===== config.mk =====
export PLATFORM = sky130hd
export DESIGN_NAME = regfile_sb_flat
export DESIGN_NICKNAME = d
export VERILOG_FILES = /design/src/rtl/regfile_pkg.sv /design/src/rtl/regfile_sb_if.sv /design/src/rtl/reg_scoreboard.sv /design/src/rtl/regfile_sb.sv /design/src/flat_wrapper.sv
export SDC_FILE = /design/constraint.sdc
export NUM_CORES = 2
export LEC_CHECK = 0
export CORE_ASPECT_RATIO = 1.25
export CORE_MARGIN = 2
export CORE_UTILIZATION = 45
export CTS_CLUSTER_DIAMETER = 30
export DETAILED_ROUTE_END_ITERATION = 10
export HOLD_SLACK_MARGIN = 0.03
export PLACE_DENSITY = 0.71
export RECOVER_POWER = 50
export SYNTH_ARGS = -nofsm -noshare
export SYNTH_HDL_FRONTEND = slang
export SYNTH_HIERARCHICAL = 1
export SYNTH_SLANG_ARGS = --single-unit

===== constraint.sdc =====
create_clock -name clk -period 3.04 [get_ports clk]
set_input_delay 0.608 -clock clk [delete_from_list [all_inputs] [get_ports clk]]
set_output_delay 0.608 -clock clk [all_outputs]
set_load 0.01 [all_outputs]

===== src/rtl/regfile_pkg.sv =====
// Shared constants, types and helpers for the scoreboarded register file.
package regfile_pkg;

    localparam int XLEN_DEF  = 32;
    localparam int NREGS_DEF = 32;

    // Index width needed to address n registers.
    function automatic int addr_w(input int n);
        return $clog2(n);
    endfunction

    // Register index for the default 32-entry configuration.
    typedef logic [4:0] reg_idx_t;

endpackage


===== src/rtl/regfile_sb_if.sv =====
// Bundle of the issue, writeback and operand-read signals of the register file.
interface regfile_sb_if
    import regfile_pkg::*;
#(
    parameter int XLEN  = XLEN_DEF,
    parameter int NREGS = NREGS_DEF,
    parameter int NRD   = 2
) ();
    localparam int AW = addr_w(NREGS);

    logic                we;
    logic [AW-1:0]       waddr;
    logic [XLEN-1:0]     wdata;
    logic [NRD*AW-1:0]   raddr;
    logic [NRD*XLEN-1:0] rdata;
    logic [NRD-1:0]      rbusy;
    logic                issue_valid;
    logic [AW-1:0]       issue_rd;
    logic [NREGS-1:0]    busy_vec;

    // Decode/issue and writeback side.
    modport master (
        output we, waddr, wdata, raddr, issue_valid, issue_rd,
        input  rdata, rbusy, busy_vec
    );

    // Register file side.
    modport slave (
        input  we, waddr, wdata, raddr, issue_valid, issue_rd,
        output rdata, rbusy, busy_vec
    );
endinterface


===== src/rtl/reg_scoreboard.sv =====
// Per-register busy bits: set when a producer issues, cleared when it writes back.
// A new issue to the same register wins over a retiring write in the same cycle.
module reg_scoreboard
    import regfile_pkg::*;
#(
    parameter int NREGS    = NREGS_DEF,
    parameter bit ZERO_REG = 1'b1,
    parameter int AW       = addr_w(NREGS)
) (
    input  logic             clk,
    input  logic             rst_n,
    input  logic             set_valid_i,
    input  logic [AW-1:0]    set_idx_i,
    input  logic             clr_valid_i,
    input  logic [AW-1:0]    clr_idx_i,
    output logic [NREGS-1:0] busy_o
);

    logic [NREGS-1:0] busy_q;
    logic [NREGS-1:0] busy_d;

    // Next busy state with set-over-clear priority; register 0 never goes busy.
    always_comb begin
        busy_d = busy_q;
        for (int r = 0; r < NREGS; r++) begin
            if (set_valid_i && (set_idx_i == AW'(r)) && !(ZERO_REG && (r == 0))) begin
                busy_d[r] = 1'b1;
            end else if (clr_valid_i && (clr_idx_i == AW'(r))) begin
                busy_d[r] = 1'b0;
            end else begin
                busy_d[r] = busy_q[r];
            end
        end
    end

    // Busy vector state register.
    always_ff @(posedge clk or negedge rst_n) begin
        if (!rst_n) begin
            busy_q <= {NREGS{1'b0}};
        end else begin
            busy_q <= busy_d;
        end
    end

    assign busy_o = busy_q;

endmodule


===== src/rtl/regfile_sb.sv =====
// Integer register file: NRD combinational read ports, one write port,
// optional writeback bypass, hardwired x0 and an in-flight write scoreboard.
module regfile_sb
    import regfile_pkg::*;
#(
    parameter int XLEN     = XLEN_DEF,
    parameter int NREGS    = NREGS_DEF,
    parameter int NRD      = 2,
    parameter bit ZERO_REG = 1'b1,
    parameter bit BYPASS   = 1'b1
) (
    input  logic         clk,
    input  logic         rst_n,
    regfile_sb_if.slave  bus
);

    localparam int AW = addr_w(NREGS);

    logic [XLEN-1:0]     regs_q [NREGS];
    logic                we_eff_s;
    logic [NREGS-1:0]    busy_s;
    logic [NRD*XLEN-1:0] rdata_s;
    logic [NRD-1:0]      rbusy_s;

    // A write to x0 is dropped entirely when x0 is hardwired.
    always_comb begin
        we_eff_s = bus.we && !(ZERO_REG && (bus.waddr == {AW{1'b0}}));
    end

    // Architectural storage; the write lands on the edge after writeback.
    always_ff @(posedge clk or negedge rst_n) begin
        if (!rst_n) begin
            for (int r = 0; r < NREGS; r++) begin
                regs_q[r] <= {XLEN{1'b0}};
            end
        end else if (we_eff_s) begin
            regs_q[bus.waddr] <= bus.wdata;
        end
    end

    reg_scoreboard #(
        .NREGS    (NREGS),
        .ZERO_REG (ZERO_REG),
        .AW       (AW)
    ) u_sb (
        .clk         (clk),
        .rst_n       (rst_n),
        .set_valid_i (bus.issue_valid),
        .set_idx_i   (bus.issue_rd),
        .clr_valid_i (we_eff_s),
        .clr_idx_i   (bus.waddr),
        .busy_o      (busy_s)
    );

    // Operand read muxes: x0, then bypassed writeback data, then storage.
    // Outputs are forced low while reset is held so bypass cannot leak through.
    always_comb begin
        rdata_s = {(NRD*XLEN){1'b0}};
        rbusy_s = {NRD{1'b0}};
        for (int p = 0; p < NRD; p++) begin
            if (!rst_n) begin
                rdata_s[p*XLEN +: XLEN] = {XLEN{1'b0}};
                rbusy_s[p]              = 1'b0;
            end else if (ZERO_REG && (bus.raddr[p*AW +: AW] == {AW{1'b0}})) begin
                rdata_s[p*XLEN +: XLEN] = {XLEN{1'b0}};
                rbusy_s[p]              = 1'b0;
            end else if (BYPASS && we_eff_s && (bus.waddr == bus.raddr[p*AW +: AW])) begin
                rdata_s[p*XLEN +: XLEN] = bus.wdata;
                rbusy_s[p]              = 1'b0;
            end else begin
                rdata_s[p*XLEN +: XLEN] = regs_q[bus.raddr[p*AW +: AW]];
                rbusy_s[p]              = busy_s[bus.raddr[p*AW +: AW]];
            end
        end
    end

    assign bus.rdata    = rdata_s;
    assign bus.rbusy    = rbusy_s;
    assign bus.busy_vec = busy_s;

endmodule


===== src/flat_wrapper.sv =====
// flat-port wrapper written by rule: the top's interface ports become plain ports
module regfile_sb_flat import regfile_pkg::*;
#(
    parameter int XLEN     = XLEN_DEF,
    parameter int NREGS    = NREGS_DEF,
    parameter int NRD      = 2,
    parameter bit ZERO_REG = 1'b1,
    parameter bit BYPASS   = 1'b1
)
  (clk, rst_n, bus_we, bus_waddr, bus_wdata, bus_raddr, bus_issue_valid, bus_issue_rd, bus_rdata, bus_rbusy, bus_busy_vec);
  regfile_sb_if #(.XLEN(XLEN), .NREGS(NREGS), .NRD(NRD)) bus_i ();
  input  logic clk;
  input  logic rst_n;
  input wire logic [$bits(bus_i.we)-1:0] bus_we;
  input wire logic [$bits(bus_i.waddr)-1:0] bus_waddr;
  input wire logic [$bits(bus_i.wdata)-1:0] bus_wdata;
  input wire logic [$bits(bus_i.raddr)-1:0] bus_raddr;
  input wire logic [$bits(bus_i.issue_valid)-1:0] bus_issue_valid;
  input wire logic [$bits(bus_i.issue_rd)-1:0] bus_issue_rd;
  output wire logic [$bits(bus_i.rdata)-1:0] bus_rdata;
  output wire logic [$bits(bus_i.rbusy)-1:0] bus_rbusy;
  output wire logic [$bits(bus_i.busy_vec)-1:0] bus_busy_vec;
  assign bus_i.we = bus_we;
  assign bus_i.waddr = bus_waddr;
  assign bus_i.wdata = bus_wdata;
  assign bus_i.raddr = bus_raddr;
  assign bus_i.issue_valid = bus_issue_valid;
  assign bus_i.issue_rd = bus_issue_rd;
  assign bus_rdata = bus_i.rdata;
  assign bus_rbusy = bus_i.rbusy;
  assign bus_busy_vec = bus_i.busy_vec;
  regfile_sb #(.XLEN(XLEN), .NREGS(NREGS), .NRD(NRD), .ZERO_REG(ZERO_REG), .BYPASS(BYPASS)) u_core (.clk(clk), .rst_n(rst_n), .bus(bus_i));
endmodule

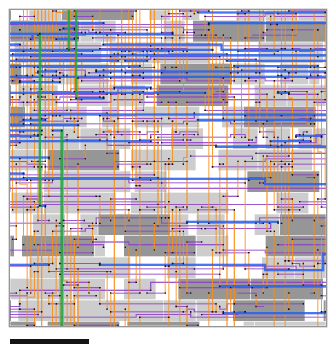
*A small window of the routed layout*
The bar under the picture is 10 um long. Region (223, 81) to (263, 121) um. Cells in grey, sequential cells in the stronger grey; small squares are vias.
| layer | colour |
|---|---|
| metal 3 | blue |
| metal 4 | green |
| metal 1 | purple |
| metal 2 | orange |
sequential cells in the window: 16
most frequent: mux2_2 (16), dfrtp_1 (16), mux4_2 (7)
netlist names of flops here include: u_core/regs_q (16)
cells with their middle in the window: 79

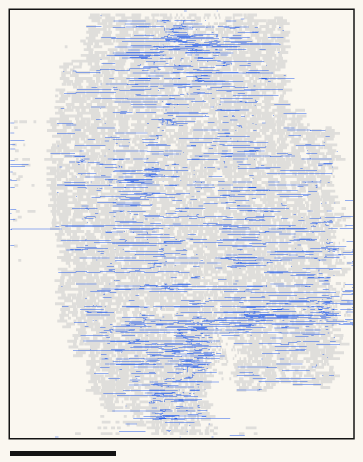
*Signal wires on met3*
The bar under the picture is 100 um long.
nets with wire on the layer: 658
main direction: horizontal

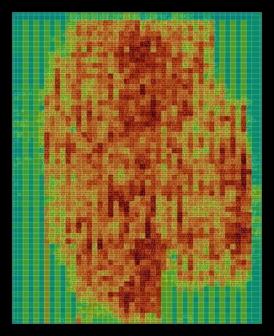
*Routing congestion*
post-DR wirelength/cell: 31.3 um
met2 usage: 47.3%
GRT Overall Usage: 30.0%
global route hottest layer: met2
Layout Utilization: 58.1%

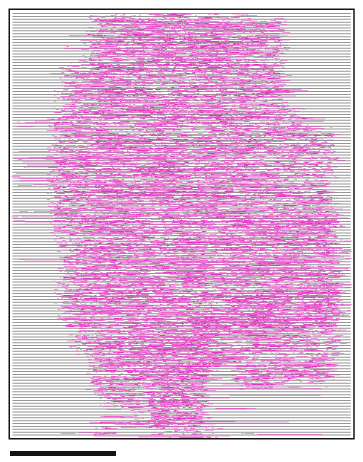
*Signal wires on met1*
The bar under the picture is 100 um long. Supply wires on this layer in grey.
nets with wire on the layer: 4208
share of all routed wire: 37%
wire length on this layer: 72.5 mm
longest straight run: 129 um
final wirelength: 196000 um
met1 GRT Util: 38.5%
via count: 40600

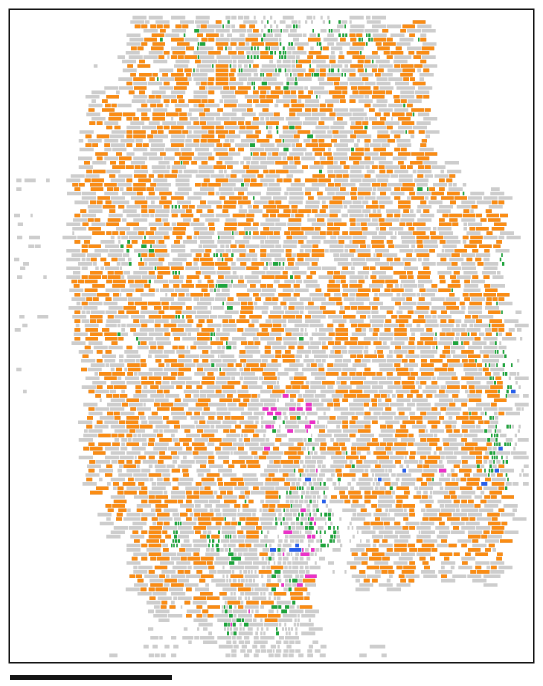
*Selected gate families*
The bar under the picture is 100 um long.
| family | colour | cells |
|---|---|---|
| AND-OR and OR-AND gates | blue | 11 |
| NOR gates | magenta | 33 |
| multiplexers | orange | 1718 |
| NAND gates | green | 360 |
final std cells w/o fill: 6240
Comb area share: 41.3%
most used logic cell in the final layout: dfrtp_1

==> run notes <==
impl run done, here's what came out: Mux area share=43.7%, Nets=4434, antenna cells=1, Top Metal Used=met5, Switch Pwr=14.7 mW, failing checks=max-capacitance violations, max-slew violations, negative setup slack, antenna violations before repair=8, Die W=323 um, Met2 Wirelength=93000 um, Setup WS post-layout=-307 ps, minimum clock period=3350 ps, # clock sinks=1055, max_slew headroom=-26.7%, Max Cap Viol=3, GPL Wtd Cong=0.916, M3 GR Usage=6.63%, Seq group=18.8 mW, XOR Share, Synth=0.153%, Max-area cell class=logic gates, final max-slew violation count=188, Main logic family=multiplexers, OpenROAD warning count=39, arrival time worst endpoint=2740 ps, Non-clock inverters=5, IO Count=154, FF-to-FF End=u_core/regs_q[133], Hold Fails Final Rpt=0, final setup violation count=62, #FFs+latches synth=1055, Fin Clk Skew=0 ps, Post-Place Setup Slack=-957 ps, worst path bufs/invs=1, outcome=complete, but fails checks, Slew @ Worst Pin=1900 ps, gr ovfl total=0, post-CTS setup buffers=131, Area Growth Syn to Fin=28.2%, pwr dens=697 nW/um2, reg2reg start=u_core/regs_q[133], Worst Hold End=u_core/regs_q[1023], Sequential Power Share=36.7%
worst max path at each step:
| stage | start | endpoint |
|---|---|---|
| after global routing | u_core/u_sb/busy_o[31] | bus_rbusy[0] |
| after global placement | bus_we | bus_rdata[9] |
| after detailed placement | bus_we | bus_rdata[9] |
| after CTS | u_core/u_sb/busy_o[31] | bus_rbusy[0] |
| final | u_core/u_sb/busy_o[7] | bus_rbusy[1] |
| after floorplan | bus_raddr[1] | bus_rdata[24] |
through the flow:
stage | hold WS, ps | setup TNS (ps) | total power [mW]
after floorplan | 312 | 0 | 24.9
after global placement | 377 | -53360 | 28.3
after detailed placement | 383 | -54820 | 28.7
after CTS | 88.4 | -7630 | 50.8
after global routing | 406 | -94460 | 52.9
final | 393 | -6470 | 51.2
Power and IR drop assume default switching activity.
